## src/rtl/pc_unit.sv

```systemverilog
// Program counter with fixed-priority redirect selection (JR > J > taken branch > sequential).
// Optional single branch delay slot is compiled in when BRANCH_DELAY_SLOT_EN is defined.
module pc_unit #(
   parameter logic [31:0] RESET_PC = 32'h0000_0000
) (
   input  logic        clk,
   input  logic        reset,
   input  logic        stall,
   input  logic        branch_eq,
   input  logic        branch_ne,
   input  logic        alu_zero,
   input  logic        jump,
   input  logic        jump_reg,
   input  logic [15:0] imm16,
   input  logic [25:0] target26,
   input  logic [31:0] rs_value,
   output logic [31:0] pc,
   output logic [31:0] pc_plus4,
   output logic        taken,
   output logic        addr_err
);

   logic [31:0] pc_r;
   logic        taken_r;
   logic        addr_err_r;

   logic [31:0] pc_plus4_s;
   logic [31:0] branch_target_s;
   logic [31:0] jump_target_s;
   logic        jr_misaligned_s;
   logic        branch_taken_s;
   logic        redirect_s;
   logic [31:0] redirect_target_s;

   // Values the sequencing logic below must produce every cycle
   logic [31:0] pc_next_s;
   logic        accept_s;
   logic        eval_s;

   assign pc_plus4_s      = pc_r + 32'd4;
   assign branch_target_s = pc_plus4_s + {{14{imm16[15]}}, imm16, 2'b00};
   assign jump_target_s   = {pc_plus4_s[31:28], target26, 2'b00};

   assign pc       = pc_r;
   assign pc_plus4 = pc_plus4_s;
   assign taken    = taken_r;
   assign addr_err = addr_err_r;

   // Redirect request decode and priority selection
   always_comb begin
      jr_misaligned_s   = jump_reg && (rs_value[1:0] != 2'b00);
      branch_taken_s    = (branch_eq && alu_zero) || (branch_ne && !alu_zero);
      redirect_s        = 1'b0;
      redirect_target_s = pc_plus4_s;
      if (jump_reg) begin
         // A misaligned JR does not fall through to lower-priority requests
         if (!jr_misaligned_s) begin
            redirect_s        = 1'b1;
            redirect_target_s = rs_value;
         end else begin
            redirect_s        = 1'b0;
            redirect_target_s = pc_plus4_s;
         end
      end else if (jump) begin
         redirect_s        = 1'b1;
         redirect_target_s = jump_target_s;
      end else if (branch_taken_s) begin
         redirect_s        = 1'b1;
         redirect_target_s = branch_target_s;
      end else begin
         redirect_s        = 1'b0;
         redirect_target_s = pc_plus4_s;
      end
   end

`ifdef BRANCH_DELAY_SLOT_EN
   typedef enum logic [0:0] {
      IDLE = 1'b0,
      SLOT = 1'b1
   } state_t;

   state_t      state_r;
   state_t      state_next_s;
   logic [31:0] target_r;
   logic        target_load_s;

   // FSM state and latched delay-slot target
   always_ff @(posedge clk) begin
      if (reset) begin
         state_r  <= IDLE;
         target_r <= 32'h0000_0000;
      end else begin
         state_r <= state_next_s;
         if (target_load_s) begin
            target_r <= redirect_target_s;
         end else begin
            target_r <= target_r;
         end
      end
   end

   // Next-state logic
   always_comb begin
      state_next_s = state_r;
      case (state_r)
         IDLE: begin
            if (!stall && redirect_s) begin
               state_next_s = SLOT;
            end else begin
               state_next_s = IDLE;
            end
         end
         SLOT: begin
            if (!stall) begin
               state_next_s = IDLE;
            end else begin
               state_next_s = SLOT;
            end
         end
         default: state_next_s = IDLE;
      endcase
   end

   // Output logic: delay slot executes pc_plus4 before the latched target
   always_comb begin
      pc_next_s     = pc_r;
      accept_s      = 1'b0;
      eval_s        = 1'b0;
      target_load_s = 1'b0;
      case (state_r)
         IDLE: begin
            eval_s        = !stall;
            accept_s      = !stall && redirect_s;
            target_load_s = accept_s;
            if (!stall) begin
               pc_next_s = pc_plus4_s;
            end else begin
               pc_next_s = pc_r;
            end
         end
         SLOT: begin
            if (!stall) begin
               pc_next_s = target_r;
            end else begin
               pc_next_s = pc_r;
            end
         end
         default: pc_next_s = pc_r;
      endcase
   end
`else
   // Direct redirect: selected next PC lands one cycle after the request
   always_comb begin
      eval_s   = !stall;
      accept_s = !stall && redirect_s;
      if (stall) begin
         pc_next_s = pc_r;
      end else if (redirect_s) begin
         pc_next_s = redirect_target_s;
      end else begin
         pc_next_s = pc_plus4_s;
      end
   end
`endif

   // PC, taken pulse and sticky misalignment flag
   always_ff @(posedge clk) begin
      if (reset) begin
         pc_r       <= RESET_PC;
         taken_r    <= 1'b0;
         addr_err_r <= 1'b0;
      end else begin
         pc_r       <= pc_next_s;
         taken_r    <= accept_s;
         addr_err_r <= addr_err_r | (eval_s & jr_misaligned_s);
      end
   end

endmodule

```

## config.mk

```make
export PLATFORM = sky130hd
export DESIGN_NAME = pc_unit
export DESIGN_NICKNAME = d
export VERILOG_FILES = /design/src/rtl/pc_unit.sv
export SDC_FILE = /design/constraint.sdc
export NUM_CORES = 1
export LEC_CHECK = 0
export ABC_CLOCK_PERIOD_IN_PS = 3400
export CAP_MARGIN = 15
export CELL_PAD_IN_SITES_DETAIL_PLACEMENT = 1
export CELL_PAD_IN_SITES_GLOBAL_PLACEMENT = 2
export CORE_ASPECT_RATIO = 0.8
export CORE_MARGIN = 2
export CORE_UTILIZATION = 23
export CTS_CLUSTER_SIZE = 10
export DETAILED_ROUTE_END_ITERATION = 6
export HOLD_SLACK_MARGIN = 0.02
export PLACE_DENSITY_LB_ADDON = 0.3
export SYNTH_ARGS = -nofsm -noshare
export SYNTH_HDL_FRONTEND = slang
export SYNTH_SLANG_ARGS = --single-unit
export TNS_END_PERCENT = 50
```

## constraint.sdc

```tcl
create_clock -name clk -period 3.4 [get_ports clk]
set_input_delay 0.85 -clock clk [delete_from_list [all_inputs] [get_ports clk]]
set_output_delay 0.85 -clock clk [all_outputs]
set_load 0.01 [all_outputs]
```

==> run_summary.xml, run 1 <==
<?xml version="1.0" encoding="UTF-8"?>
<metrics>
  <group name="placement">
    <metric name="placer_congestion_estimate" unit="">0.870</metric>
    <metric name="detailed_placement_wirelength_estimate" unit="µm">22200</metric>
    <metric name="portBuffers" unit="">147</metric>
  </group>
  <group name="grt">
    <metric name="grt_overflow_total" unit="">0</metric>
    <metric name="via_count_of_the_first_global_routing_pass" unit="">7012</metric>
    <metric name="grt_pass1_wl" unit="µm">41400</metric>
    <metric name="grt_start_max_net_pins" unit="">20</metric>
    <metric name="number_of_antenna_violations_at_the_first_check_in_global_routing" unit="">1</metric>
  </group>
  <group name="logic_synthesis">
    <metric name="number_of_enable_type_register_cells_in_the_synthesized_netlist" unit="">0</metric>
    <metric name="yosysTopAreaCellShare" unit="%">15.1</metric>
    <metric name="top_cells_by_area" unit="">sky130_fd_sc_hd__dfxtp_1, sky130_fd_sc_hd__ha_1, sky130_fd_sc_hd__a21oi_1, sky130_fd_sc_hd__xnor2_1, sky130_fd_sc_hd__nor2_1</metric>
    <metric name="ys_seq_share" unit="%">15.1</metric>
    <metric name="yosysWarningCount" unit="">0</metric>
    <metric name="synth_chip_area" unit="µm²">4490</metric>
    <metric name="synth.distinct_cells" unit="">69</metric>
    <metric name="top_cells_by_count_synth" unit="">sky130_fd_sc_hd__nor2_1, sky130_fd_sc_hd__a21oi_1, sky130_fd_sc_hd__nand2_1</metric>
    <metric name="post-synth-top-count-cell" unit="">sky130_fd_sc_hd__nor2_1</metric>
    <metric name="yosys_cells" unit="">633</metric>
    <metric name="asyncSetResetFlopFracSynth" unit="%">0</metric>
    <metric name="netlist_area" unit="µm²">4490</metric>
    <metric name="synth_flops" unit="">34</metric>
    <metric name="synthesis.nets" unit="">752</metric>
    <metric name="netlist.top_cell.by_area" unit="">sky130_fd_sc_hd__dfxtp_1</metric>
  </group>
  <group name="sta">
    <metric name="maxSlewViolCount" unit="">0</metric>
    <metric name="layout_worst_path_cycle_share" unit="%">111</metric>
    <metric name="achievable-frequency" unit="GHz">0.264</metric>
    <metric name="clock-skew-final" unit="ns">0.00719</metric>
    <metric name="timing.max_slew.rel_slack" unit="%">40.2</metric>
    <metric name="setup_ws" unit="ns">-0.390</metric>
    <metric name="setup_violations" unit="">8</metric>
    <metric name="worst_slew_pin_slew" unit="ns">0.894</metric>
    <metric name="hold_viol" unit="">0</metric>
    <metric name="finalWorstPathRequiredPeriod" unit="ns">3.79</metric>
    <metric name="worst_hold_slack" unit="ns">0.474</metric>
  </group>
  <group name="clock_network">
    <metric name="cts_tree" unit="">yes</metric>
    <metric name="insertion_delay" unit="ns">0.29</metric>
    <metric name="worst_setup_hold_path_clk_slew" unit="ns">0.06</metric>
    <metric name="clock_sink_count" unit="">34</metric>
    <metric name="clock_path_buffers" unit="">2</metric>
    <metric name="clock-root-buffer" unit="">sky130_fd_sc_hd__clkbuf_16</metric>
    <metric name="ctsHtreeMaxLevel" unit="">2</metric>
    <metric name="cts_buffers" unit="">5</metric>
  </group>
  <group name="pwr">
    <metric name="ir_worst_vdd" unit="mV">0.187</metric>
    <metric name="power-per-cell-area" unit="nW/µm²">264</metric>
  </group>
  <group name="worst_setup_path">
    <metric name="critical_path_required" unit="ns">3.57</metric>
    <metric name="critPathTopFamily" unit="">simple AND/OR/NAND/NOR gates</metric>
    <metric name="timing.critical_path.cells" unit="">buf_6 -&gt; nand3_4 -&gt; or4_4 -&gt; buf_6 -&gt; nor2_4 -&gt; nand2_4 -&gt; xnor2_4 -&gt; ha_1 -&gt; a21o_1 -&gt; nor4_4 -&gt; nor4b_4 -&gt; buf_4 -&gt; o31ai_4 -&gt; a211oi_2 -&gt; buf_4 -&gt; xnor2_2 -&gt; a221oi_2 -&gt; nor2_1</metric>
    <metric name="cp_max_fo" unit="">4</metric>
    <metric name="cp_slowest_cell" unit="">sky130_fd_sc_hd__or4_4</metric>
    <metric name="worst_setup_path_startpoint" unit="">pc[2]</metric>
    <metric name="setup.worst_path.class" unit="">reg -&gt; reg</metric>
    <metric name="critical_path.reg2reg.startpoint" unit="">pc[2]</metric>
    <metric name="slowest_delay" unit="ns">0.56</metric>
    <metric name="endpoint_type_of_the_worst_setup_path" unit="">flop</metric>
    <metric name="timing.critical_path.from_type" unit="">flop</metric>
    <metric name="cp.arrival" unit="ns">3.96</metric>
    <metric name="critical_path_buf_inv_count" unit="">4</metric>
  </group>
  <group name="floorplanning">
    <metric name="fp_util" unit="%">23.5</metric>
    <metric name="core_area" unit="µm²">19100</metric>
    <metric name="core.rowCount" unit="">45</metric>
    <metric name="pin_count" unit="">148</metric>
    <metric name="die-height" unit="µm">129</metric>
    <metric name="die_w" unit="µm">160</metric>
  </group>
  <group name="cells_and_area">
    <metric name="fraction_of_layout_instances_using_a_drive_strength_above_1" unit="%">39.6</metric>
    <metric name="final_layout_net_count" unit="">1107</metric>
    <metric name="flow.area_growth_from_synthesis" unit="%">99.9</metric>
    <metric name="n_fill_cell" unit="">2264</metric>
    <metric name="seq_area" unit="µm²">702</metric>
    <metric name="comb_area" unit="µm²">4480</metric>
  </group>
  <group name="routing">
    <metric name="drt-pass1-iter-count" unit="">5</metric>
    <metric name="route.vias.total" unit="">6548</metric>
    <metric name="via_per_inst" unit="">5.25</metric>
    <metric name="route.detailed.drc" unit="">0</metric>
    <metric name="route.final.wire_length" unit="µm">27800</metric>
    <metric name="dr.first_iter.drc_count" unit="">431</metric>
    <metric name="drt.antenna.violating_nets" unit="">0</metric>
  </group>
  <group name="run">
    <metric name="maxCapViolCount" unit="">0</metric>
    <metric name="warning_count" unit="">35</metric>
  </group>
  <group name="hold_path">
    <metric name="hold_path.class" unit="">reg -&gt; reg</metric>
    <metric name="holdCritStartpoint" unit="">addr_err</metric>
  </group>
  <group name="outcome">
    <metric name="result_of_the_run" unit="">complete, but fails checks</metric>
    <metric name="failed_checks" unit="">negative setup slack</metric>
  </group>
</metrics>
[run 1: worst register-to-register path, delay by kind of cell, from the launching register on]
family,cells,cell delay (ns)
buffers and inverters,4,0.62
AOI/OAI and AO/OA,4,0.76
and+or+nand+nor,7,1.43
xor gates and xnor gates,2,0.20
DFF,1,0.37
adders and majority gates,1,0.32
[run 1: kinds of logic (layout without fill, tap and decap cells)]
group                      after synthesis  in the layout  share of synthesized area, %
and+or+nand+nor                        240            240                          26.7
AOI/OAI and AO/OA                      211            211                          30.5
xor gates and xnor gates                52             52                          10.7
buffers and inverters                   51            407                          4.59
adders and majority gates               37             37                          10.5
DFF                                     34             34                          15.1
muxes                                    8              8                          1.81
other                                    0              1                             0
[run 1: routing by layer]
metal | global-route usage (%) | share of wire, %
met5 | 0 | 0
met4 | 4.82 | 1.1
met3 | 4.55 | 7.0
met2 | 42.1 | 45
met1 | 37.1 | 47
[run 1: worst paths after layout]
path	to	cells after the start	slack, ns
setup / recovery	pc[31]	18	-0.39
hold / removal	addr_err	2	0.47
setup reg to reg	pc[31]	18	-0.39
hold reg to reg	addr_err	2	0.47
[run 1: where the power goes]
| group | total [µW] | internal [µW] | switching (µW) |
|---|---|---|---|
| Sequential | 459 | 430 | 29.5 |
| Clock | 478 | 269 | 209 |
| Combinational | 1440 | 719 | 719 |
[run 1: registers in the layout, indices dropped and copies added (netlist names)]
signal	flops
pc	32
addr_err	1
taken	1
[run 1: through the flow]
stage	cells	setup WS [ns]	total power [µW]	cell area, µm²
final	1248	-0.390	2370	8980
after global placement	1211	-0.512	1680	7830
after CTS	1232	-0.322	2240	8390
after global routing	1247	-0.504	2490	8980
after floorplan	633	-0.130	999	4630
after detailed placement	1211	-0.501	1700	7830
[run 1: cell type report]
class                   instances  area share (%)
diodes                          1          0.0279
clock buffers                   5            1.39
clock inverters                 3           0.181
inverters                      18           0.752
multi-input cells             548            49.8
flip-flops and latches         34            7.81
well taps                     258            3.59
repair buffers                381            36.4
[run 1: cells in the final DEF, fill, tap and decap left out, types with 13 or more instances in the layout]
cell,synthesis,final
sky130_fd_sc_hd__a21o_1,19,18
sky130_fd_sc_hd__ha_1,36,25
sky130_fd_sc_hd__inv_1,18,18
sky130_fd_sc_hd__a211oi_1,17,13
sky130_fd_sc_hd__a21oi_1,67,48
sky130_fd_sc_hd__xnor2_1,34,18
sky130_fd_sc_hd__nand3_1,20,14
sky130_fd_sc_hd__buf_4,2,225
sky130_fd_sc_hd__buf_6,0,13
sky130_fd_sc_hd__o21ai_0,41,32
sky130_fd_sc_hd__nor2_1,77,71
sky130_fd_sc_hd__xnor2_2,0,14
sky130_fd_sc_hd__nand2_1,66,60
sky130_fd_sc_hd__clkdlybuf4s50_1,0,134
sky130_fd_sc_hd__dfxtp_1,34,23
[run 1: what timing repair did]
action	in CTS	in global routing
endpoints found under the setup margin	26	31
buffers inserted	13	18
resized	73	111
hold buffers	0	0
pin swaps	32	58
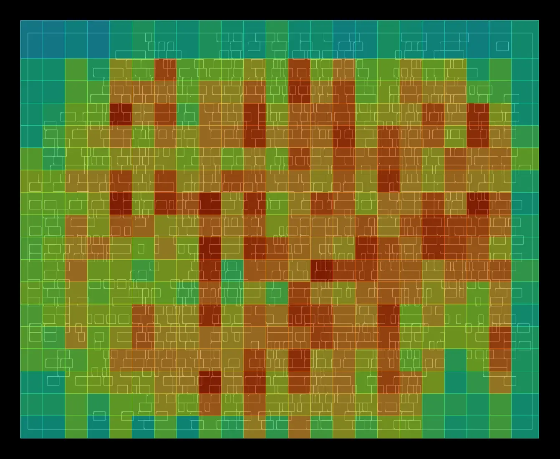
**Above:** run 1 (routing congestion map).
total routing usage reported by global routing: 26.1%
met1 demand-to-capacity share in global routing: 37.1%
most used routing layer in global routing: met2
utilization after layout: 47.1%
routed wire length per instance: 22.3 µm

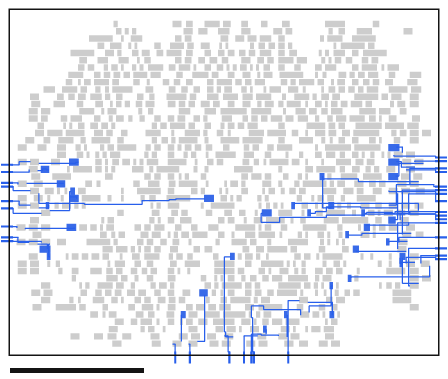
**Above:** run 1 (wires at chosen ports, followed through buffers).
Bar = 50 µm.
Key: `rs_value` = blue [bits 32, direction input, edge 16 right, 9 left, 7 bottom, end cells 34, buffers 32, wire 1110 µm]

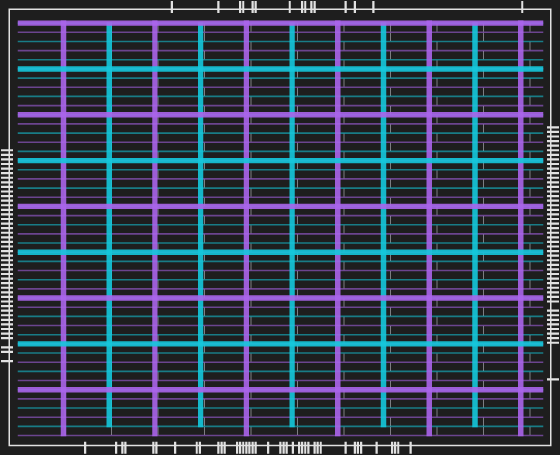
**Above:** run 1 (PDN straps and rails).
Pins as bars on the die edge. Tap cells in gray.
Key: VSS = purple; VDD = cyan
11 straps on met4. 148 signal pins sit on the boundary. 46 met1 rails follow the rows. 258 tap cells. The core has 45 rows.

**Run 1: met1 routing**

Bar = 50 µm. Supply wires on this layer in gray. Cells faint in the background.
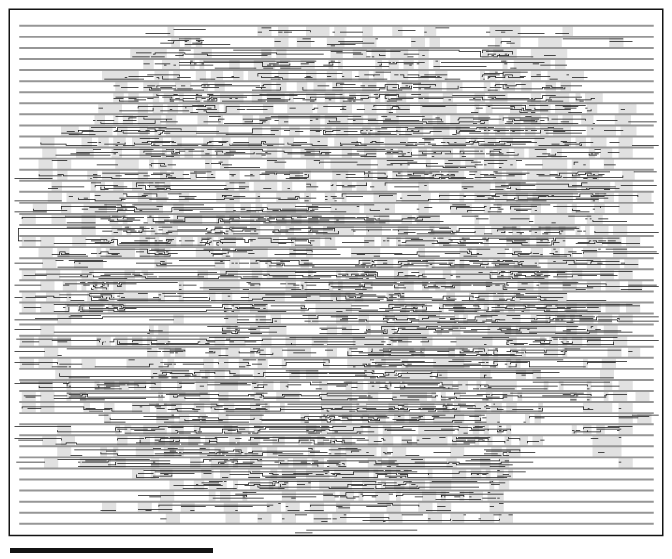

## Run 2: what changed since run 1
CTS_BUF_LIST = sky130_fd_sc_hd__clkbuf_2 sky130_fd_sc_hd__clkbuf_4 sky130_fd_sc_hd__clkbuf_8   (was default)
HOLD_SLACK_MARGIN = 0.05   (was 0.02)
REMOVE_ABC_BUFFERS = 1   (was default)
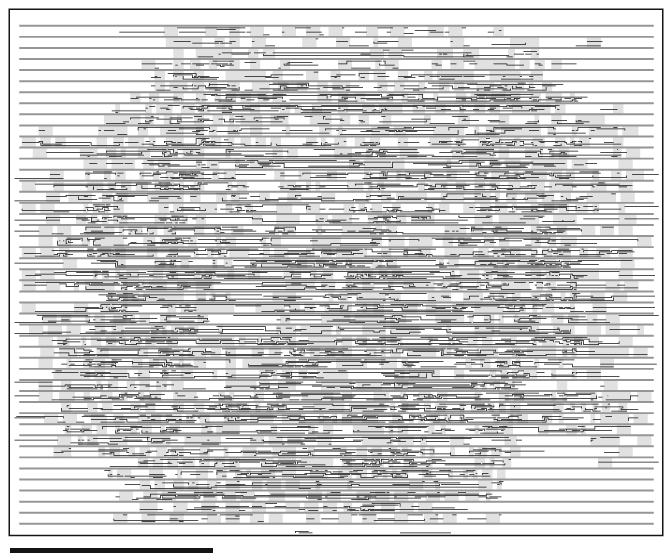
**Above:** run 2 (met1 routing).
Bar = 50 µm. Supply wires on this layer in gray. Cells faint in the background.
The wires run mostly horizontal. The layer holds 47% of the routed length. The layer carries 13500 µm of wire. 1032 nets have wire on it. The longest straight run is 71.8 µm.

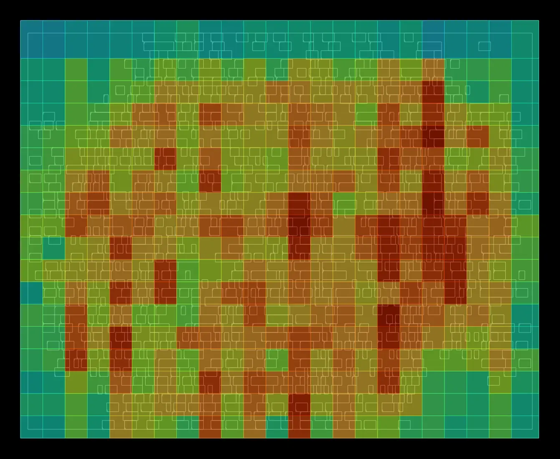
**Above:** run 2 (routing congestion map).
met2 Track Usage GR: 44.6%
global-route met3 utilization: 4.03%
routed wire length per instance: 22.7 µm
utilization after layout: 46.7%
met1 demand-to-capacity share in global routing: 36.6%

==> run_summary.xml, run 2 <==
<?xml version="1.0" encoding="UTF-8"?>
<metrics>
  <group name="outcome">
    <metric name="result_of_the_run" unit="">complete, but fails checks</metric>
    <metric name="failed_checks" unit="">negative setup slack</metric>
  </group>
  <group name="floorplanning">
    <metric name="pin_count" unit="">148</metric>
    <metric name="core_area" unit="µm²">19100</metric>
    <metric name="die-height" unit="µm">129</metric>
    <metric name="die_w" unit="µm">160</metric>
    <metric name="core.rowCount" unit="">45</metric>
    <metric name="fp_util" unit="%">23.5</metric>
  </group>
  <group name="grt">
    <metric name="number_of_antenna_violations_at_the_first_check_in_global_routing" unit="">0</metric>
    <metric name="via_count_of_the_first_global_routing_pass" unit="">6792</metric>
    <metric name="grt_pass1_wl" unit="µm">41600</metric>
    <metric name="grt_overflow_total" unit="">0</metric>
  </group>
  <group name="worst_setup_path">
    <metric name="worst_r2r_endpoint" unit="">pc[31]</metric>
    <metric name="endpoint_type_of_the_worst_setup_path" unit="">flop</metric>
    <metric name="cp.arrival" unit="ns">3.97</metric>
    <metric name="cp_max_fo" unit="">4</metric>
    <metric name="critical_path_required" unit="ns">3.60</metric>
  </group>
  <group name="cells_and_area">
    <metric name="final_layout_net_count" unit="">1111</metric>
    <metric name="largest_register_ffs" unit="">32</metric>
    <metric name="n_fill_cell" unit="">2264</metric>
    <metric name="fraction_of_layout_instances_using_a_drive_strength_above_1" unit="%">39.7</metric>
    <metric name="final_cell_mix" unit="">sky130_fd_sc_hd__buf_4, sky130_fd_sc_hd__clkdlybuf4s50_1, sky130_fd_sc_hd__nor2_1</metric>
    <metric name="mostFrequentLayoutCell" unit="">sky130_fd_sc_hd__buf_4</metric>
    <metric name="antennaDiodeCount" unit="">0</metric>
  </group>
  <group name="sta">
    <metric name="setup_ws" unit="ns">-0.367</metric>
    <metric name="finalWorstPathRequiredPeriod" unit="ns">3.77</metric>
    <metric name="achievable-frequency" unit="GHz">0.265</metric>
    <metric name="clock-skew-final" unit="ns">0.0168</metric>
    <metric name="setup_violations" unit="">7</metric>
    <metric name="timing.max_slew.rel_slack" unit="%">40.4</metric>
    <metric name="hold_viol" unit="">0</metric>
  </group>
  <group name="routing">
    <metric name="route.vias.total" unit="">6535</metric>
    <metric name="dr.first_iter.drc_count" unit="">392</metric>
    <metric name="via_per_inst" unit="">5.22</metric>
    <metric name="drt-met1-wl" unit="µm">13500</metric>
    <metric name="met2_length" unit="µm">13100</metric>
    <metric name="route.final.wire_length" unit="µm">28400</metric>
    <metric name="wl_met3" unit="µm">1420</metric>
    <metric name="drt.antenna.violating_nets" unit="">0</metric>
    <metric name="route.detailed.drc" unit="">0</metric>
    <metric name="routed.top_layer" unit="">met4</metric>
  </group>
  <group name="clock_network">
    <metric name="postCtsHoldBufs" unit="">0</metric>
    <metric name="clock_path_buffers" unit="">2</metric>
    <metric name="cts_tree" unit="">yes</metric>
    <metric name="clock-root-buffer" unit="">sky130_fd_sc_hd__clkbuf_8</metric>
    <metric name="worst_setup_hold_path_clk_slew" unit="ns">0.09</metric>
    <metric name="insertion_delay" unit="ns">0.31</metric>
    <metric name="clock_sink_count" unit="">34</metric>
    <metric name="cts_buffers" unit="">5</metric>
  </group>
  <group name="hold_path">
    <metric name="holdCritStartpoint" unit="">pc[0]</metric>
  </group>
  <group name="logic_synthesis">
    <metric name="netlist.top_cell.by_area" unit="">sky130_fd_sc_hd__dfxtp_1</metric>
    <metric name="top_cells_by_area" unit="">sky130_fd_sc_hd__dfxtp_1, sky130_fd_sc_hd__ha_1, sky130_fd_sc_hd__a21oi_1, sky130_fd_sc_hd__xnor2_1, sky130_fd_sc_hd__nor2_1</metric>
    <metric name="top_cells_by_count_synth" unit="">sky130_fd_sc_hd__nor2_1, sky130_fd_sc_hd__a21oi_1, sky130_fd_sc_hd__nand2_1</metric>
    <metric name="synth_chip_area" unit="µm²">4490</metric>
    <metric name="asyncSetResetFlopFracSynth" unit="%">0</metric>
    <metric name="netlist_area" unit="µm²">4490</metric>
    <metric name="yosys_cells" unit="">633</metric>
    <metric name="post-synth-top-count-cell" unit="">sky130_fd_sc_hd__nor2_1</metric>
    <metric name="ys_seq_share" unit="%">15.1</metric>
    <metric name="synth_flops" unit="">34</metric>
    <metric name="yosysWarningCount" unit="">0</metric>
  </group>
  <group name="pwr">
    <metric name="total_switching_power" unit="µW">948</metric>
    <metric name="power.share.sequential" unit="%">20.3</metric>
    <metric name="power-per-cell-area" unit="nW/µm²">254</metric>
    <metric name="ir_worst_vdd" unit="mV">0.128</metric>
    <metric name="p_comb_share" unit="%">63.8</metric>
    <metric name="internal_power" unit="µW">1320</metric>
    <metric name="switching_share" unit="%">41.8</metric>
  </group>
  <group name="run">
    <metric name="maxCapViolCount" unit="">0</metric>
    <metric name="warning_count" unit="">33</metric>
  </group>
  <group name="placement">
    <metric name="placer_congestion_estimate" unit="">0.938</metric>
    <metric name="placement.setup.worst_slack" unit="ns">-0.815</metric>
    <metric name="portBuffers" unit="">147</metric>
    <metric name="detailed_placement_wirelength_estimate" unit="µm">22200</metric>
  </group>
</metrics>
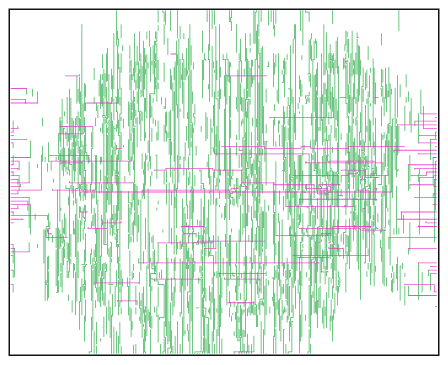
**Above:** run 2 (metal layers overlaid).
Only two layers are drawn.
Key: met3 = magenta [wire length 1420 µm]; met2 = green [wire length 13100 µm]

==> run 2: cell counts after synthesis <==
Identical to the previous run, type by type.
==> run 2: cell type report <==
type                    count  area (µm²)  share of cell area [%]
repair buffers            385        3290                    36.8
flip-flops and latches     34         691                    7.74
multi-input cells         548        4460                    50.0
clock buffers               7        90.1                    1.01
inverters                  18        67.6                   0.757
well taps                 258         323                    3.62
clock inverters             1        5.00                  0.0561
==> run 2: through the flow <==
step           cell area, µm²  hold slack [ns]  power, µW  instances
2_1_floorplan            4350            0.503        961        600
6_report                 8920            0.498       2270       1251
3_5_place_dp             7670            0.477       1690       1208
3_3_place_gp             7670            0.462       1660       1208
4_1_cts                  8280            0.500       2130       1236
5_1_grt                  8920            0.516       2380       1251
==> run 2: what timing repair did <==
action | in CTS | in global routing
pin swaps | 47 | 60
buffers inserted | 21 | 17
resized | 101 | 104
setup endpoints to repair | 35 | 33
==> run 2: worst max path at each step <==
stage	startpoint	endpoint	cells after the start	slack, ns
global placement	pc[2]	pc[31]	19	-0.79
global route	pc[3]	pc[31]	17	-0.54
floorplan	pc[2]	pc[31]	15	-0.56
detailed placement	pc[2]	pc[31]	19	-0.82
finish	pc[3]	pc[31]	17	-0.37
CTS	pc[3]	pc[31]	19	-0.33
==> run 2: per-layer routing <==
| layer | up-vias | track usage [%] |
|---|---|---|
| li1 | 3044 | - |
| met1 | 3253 | 36.6 |
| met2 | 209 | 44.6 |
| met3 | 29 | 4.03 |
| met4 | 0 | 4.45 |
| met5 | - | 0 |
==> run 2: kinds of logic after synthesis <==
family	count (synthesis)	synth area share, %
AOI/OAI and AO/OA	211	30.5
xor gates and xnor gates	52	10.7
adders and majority gates	37	10.5
buffers and inverters	51	4.59
DFF	34	15.1
muxes	8	1.81
and+or+nand+nor	240	26.7
==> run 2: critical path: stages, from the launching register on <==
cell and delay (ns):
sky130_fd_sc_hd__dfxtp_2 0.37, sky130_fd_sc_hd__ha_4 0.16, sky130_fd_sc_hd__nand2_4 0.06, sky130_fd_sc_hd__nor4_4 0.35, sky130_fd_sc_hd__nand4_4 0.17, sky130_fd_sc_hd__nor3_4 0.31
sky130_fd_sc_hd__and2_4 0.21, sky130_fd_sc_hd__xor2_2 0.17, sky130_fd_sc_hd__ha_1 0.29, sky130_fd_sc_hd__a21oi_2 0.20, sky130_fd_sc_hd__nand2_1 0.09, sky130_fd_sc_hd__or3_4 0.39
sky130_fd_sc_hd__nor2b_2 0.12, sky130_fd_sc_hd__o311a_1 0.23, sky130_fd_sc_hd__a211oi_4 0.08, sky130_fd_sc_hd__xnor2_1 0.15, sky130_fd_sc_hd__a221oi_2 0.22, sky130_fd_sc_hd__nor2_1 0.07
==> run 2: power by group through the flow <==
stage	Sequential [µW]	Combinational (µW)	Clock (µW)
floorplan	490	471	0
global placement	460	1210	0
detailed placement	461	1230	0
CTS	456	1310	357
global route	463	1540	374
finish	459	1450	360
**Run 2: wires at chosen ports, followed through buffers**

Bar = 50 µm.
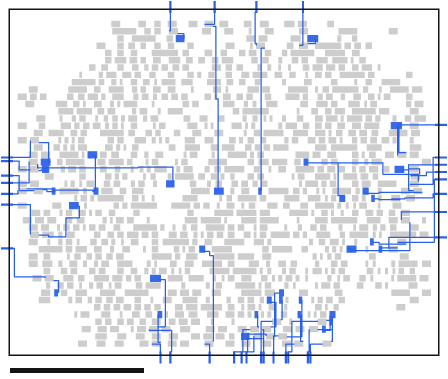

## Run 3: what changed since run 2
SETUP_SLACK_MARGIN = 0.4   (was default)
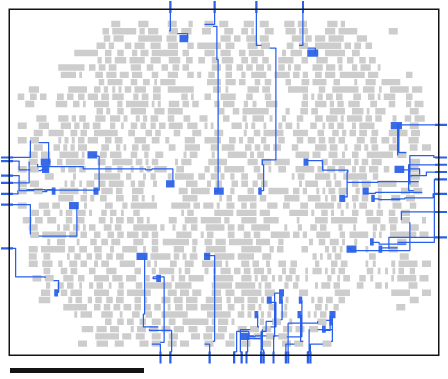
**Above:** run 3 (wires at chosen ports, followed through buffers).
Bar = 50 µm.
Port Buffer Count: 147
total I/O pin count: 148

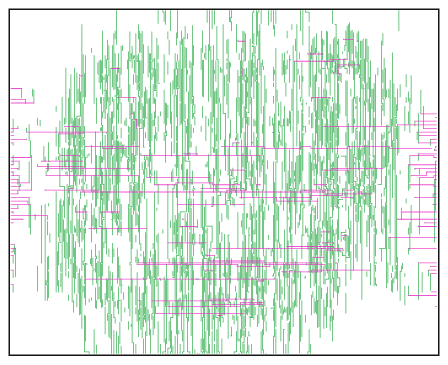
**Above:** run 3 (metal layers overlaid).
Only two layers are drawn.
total vias in the final route: 6716
total routing usage reported by global routing: 26.8%
Routed WL: 29700 µm

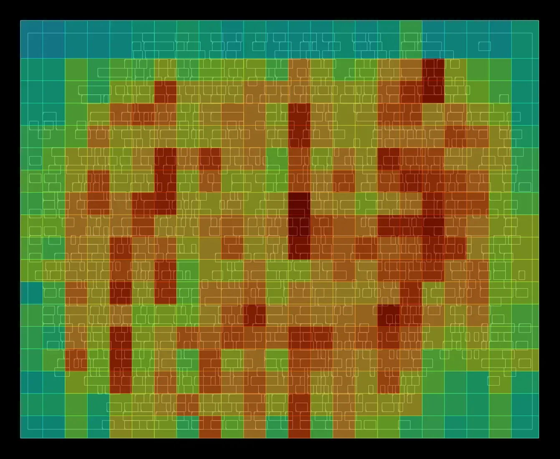
**Above:** run 3 (routing congestion map).
global-route met3 utilization: 4.58%
routed wire length per instance: 23.3 µm
utilization after layout: 50.4%
met2 Track Usage GR: 44.8%

==> run_summary.xml, run 3 <==
<?xml version="1.0" encoding="UTF-8"?>
<metrics>
  <group name="outcome">
    <metric name="failed_checks" unit="">negative setup slack</metric>
    <metric name="result_of_the_run" unit="">complete, but fails checks</metric>
  </group>
  <group name="clock_network">
    <metric name="cts_tree" unit="">yes</metric>
    <metric name="worst_setup_hold_path_clk_slew" unit="ns">0.09</metric>
    <metric name="clock-root-buffer" unit="">sky130_fd_sc_hd__clkbuf_8</metric>
    <metric name="postCtsHoldBufs" unit="">0</metric>
    <metric name="insertion_delay" unit="ns">0.31</metric>
    <metric name="clock_sink_count" unit="">34</metric>
    <metric name="ctsHtreeMaxLevel" unit="">2</metric>
  </group>
  <group name="sta">
    <metric name="setup_violations" unit="">12</metric>
    <metric name="timing.max_slew.rel_slack" unit="%">47.3</metric>
    <metric name="hold_viol" unit="">0</metric>
    <metric name="clock-skew-final" unit="ns">0.0144</metric>
    <metric name="layout_worst_path_cycle_share" unit="%">115</metric>
    <metric name="maxSlewViolCount" unit="">0</metric>
    <metric name="achievable-frequency" unit="GHz">0.257</metric>
    <metric name="finalWorstPathRequiredPeriod" unit="ns">3.89</metric>
    <metric name="setup_ws" unit="ns">-0.494</metric>
  </group>
  <group name="cells_and_area">
    <metric name="final_cell_mix" unit="">sky130_fd_sc_hd__buf_4, sky130_fd_sc_hd__clkdlybuf4s50_1, sky130_fd_sc_hd__nor2_1</metric>
    <metric name="final-instance-count-excl-fill" unit="">1273</metric>
    <metric name="antennaDiodeCount" unit="">0</metric>
    <metric name="largest_register_ffs" unit="">32</metric>
    <metric name="mostFrequentLayoutCell" unit="">sky130_fd_sc_hd__buf_4</metric>
    <metric name="seq_area" unit="µm²">691</metric>
    <metric name="final_layout_net_count" unit="">1133</metric>
    <metric name="comb_area" unit="µm²">4840</metric>
    <metric name="n_fill_cell" unit="">2206</metric>
    <metric name="flow.area_growth_from_synthesis" unit="%">114</metric>
  </group>
  <group name="run">
    <metric name="warning_count" unit="">33</metric>
    <metric name="maxCapViolCount" unit="">0</metric>
  </group>
  <group name="floorplanning">
    <metric name="fp_util" unit="%">23.5</metric>
    <metric name="core.rowCount" unit="">45</metric>
    <metric name="die-height" unit="µm">129</metric>
    <metric name="die_w" unit="µm">160</metric>
    <metric name="core_area" unit="µm²">19100</metric>
  </group>
  <group name="logic_synthesis">
    <metric name="top_cells_by_count_synth" unit="">sky130_fd_sc_hd__nor2_1, sky130_fd_sc_hd__a21oi_1, sky130_fd_sc_hd__nand2_1</metric>
    <metric name="synth_flops" unit="">34</metric>
    <metric name="netlist_area" unit="µm²">4490</metric>
    <metric name="yosys_cells" unit="">633</metric>
    <metric name="top_cells_by_area" unit="">sky130_fd_sc_hd__dfxtp_1, sky130_fd_sc_hd__ha_1, sky130_fd_sc_hd__a21oi_1, sky130_fd_sc_hd__xnor2_1, sky130_fd_sc_hd__nor2_1</metric>
    <metric name="yosysWarningCount" unit="">0</metric>
    <metric name="post-synth-top-count-cell" unit="">sky130_fd_sc_hd__nor2_1</metric>
    <metric name="number_of_enable_type_register_cells_in_the_synthesized_netlist" unit="">0</metric>
    <metric name="netlist.top_cell.by_area" unit="">sky130_fd_sc_hd__dfxtp_1</metric>
    <metric name="synth_chip_area" unit="µm²">4490</metric>
    <metric name="synth.distinct_cells" unit="">69</metric>
    <metric name="ys_seq_share" unit="%">15.1</metric>
  </group>
  <group name="worst_setup_path">
    <metric name="slowest_delay" unit="ns">0.38</metric>
    <metric name="cp_slowest_cell" unit="">sky130_fd_sc_hd__dfxtp_2</metric>
    <metric name="cp_max_fo" unit="">4</metric>
    <metric name="cp.arrival" unit="ns">4.10</metric>
    <metric name="endpoint_type_of_the_worst_setup_path" unit="">flop</metric>
    <metric name="timing.critical_path.from_type" unit="">flop</metric>
    <metric name="timing.critical_path.cells" unit="">ha_4 -&gt; nand2_4 -&gt; nor4_4 -&gt; nand4_4 -&gt; nor3_4 -&gt; buf_4 -&gt; nand2_4 -&gt; xnor2_4 -&gt; ha_4 -&gt; a21oi_1 -&gt; o21ai_2 -&gt; or3_4 -&gt; nor2b_2 -&gt; o311a_1 -&gt; a211oi_4 -&gt; buf_4 -&gt; xnor2_1 -&gt; a221oi_2 -&gt; nor2_1</metric>
  </group>
  <group name="grt">
    <metric name="grt_start_max_net_pins" unit="">21</metric>
    <metric name="grt_pass1_wl" unit="µm">42100</metric>
    <metric name="via_count_of_the_first_global_routing_pass" unit="">6879</metric>
  </group>
  <group name="pwr">
    <metric name="ir_worst_vdd" unit="mV">0.129</metric>
    <metric name="power-per-cell-area" unit="nW/µm²">250</metric>
    <metric name="design_power_total" unit="µW">2410</metric>
  </group>
  <group name="routing">
    <metric name="drt-pass1-iter-count" unit="">4</metric>
    <metric name="route.detailed.drc" unit="">0</metric>
    <metric name="via_per_inst" unit="">5.28</metric>
    <metric name="dr.first_iter.drc_count" unit="">372</metric>
  </group>
  <group name="placement">
    <metric name="placed_cells_incl_taps" unit="">1208</metric>
    <metric name="detailed_placement_wirelength_estimate" unit="µm">22200</metric>
  </group>
  <group name="hold_path">
    <metric name="hold_path.class" unit="">reg -&gt; reg</metric>
  </group>
</metrics>
[run 3: per-stage QoR]
step	utilization, %	area, µm²
2_1_floorplan	-	4350
3_3_place_gp	40.2	7670
3_5_place_dp	40.2	7670
4_1_cts	44.6	8510
5_1_grt	50.4	9620
6_report	50.4	9620
[run 3: what timing repair did]
action | in CTS | in global routing
pin swaps | 70 | 72
setup buffers | 31 | 26
endpoints found under the setup margin | 51 | 48
gates resized | 170 | 186
gates cloned | 0 | 0
[run 3: critical path, delay by kind of cell (launching register included)]
kind | cells | cell delay (ns)
compound gates | 5 | 0.85
buf+inv | 2 | 0.33
xor+xnor | 2 | 0.31
flops | 1 | 0.38
fa+ha+maj | 2 | 0.41
simple gates | 8 | 1.50
[run 3: cells by family after synthesis]
group,share of synthesized area (%)
buffers and inverters,4.59
adders and majority gates,10.5
muxes,1.81
xor gates and xnor gates,10.7
DFF,15.1
AOI/OAI and AO/OA,30.5
and+or+nand+nor,26.7
[run 3: path summary, 6_finish.rpt]
kind / start / end / slack (ns) / depth (start not counted)
worst max-delay path: pc[3] / pc[31] / -0.49 / 19
worst min-delay path: pc[0] / pc[0] / 0.50 / 1
worst max register to register: pc[3] / pc[31] / -0.49 / 19
worst min register to register: pc[0] / pc[0] / 0.50 / 1
[run 3: final cells by class]
cell class,instances,area share [%]
clock inverter,1,0.0520
multi-input combinational,548,50.4
tap,258,3.36
inverter,18,0.741
sequential,34,7.18
clock buffer,7,0.937
timing repair buffer,407,37.4
[run 3: where the power goes]
part           switching [µW]  total [µW]  internal (µW)
Sequential               30.7         460            430
Combinational             791        1590            796
Clock                     189         362            172
[run 3: layer usage]
metal,GRT usage [%],wire length [µm],vias to the layer above
met2,44.8,14000,230
met4,5.72,569,0
met1,36.7,13500,3358
met5,0,0,-
met3,4.58,1650,35
li1,-,-,3093
Power figures rest on the tool's default switching activity, not on a simulated workload.
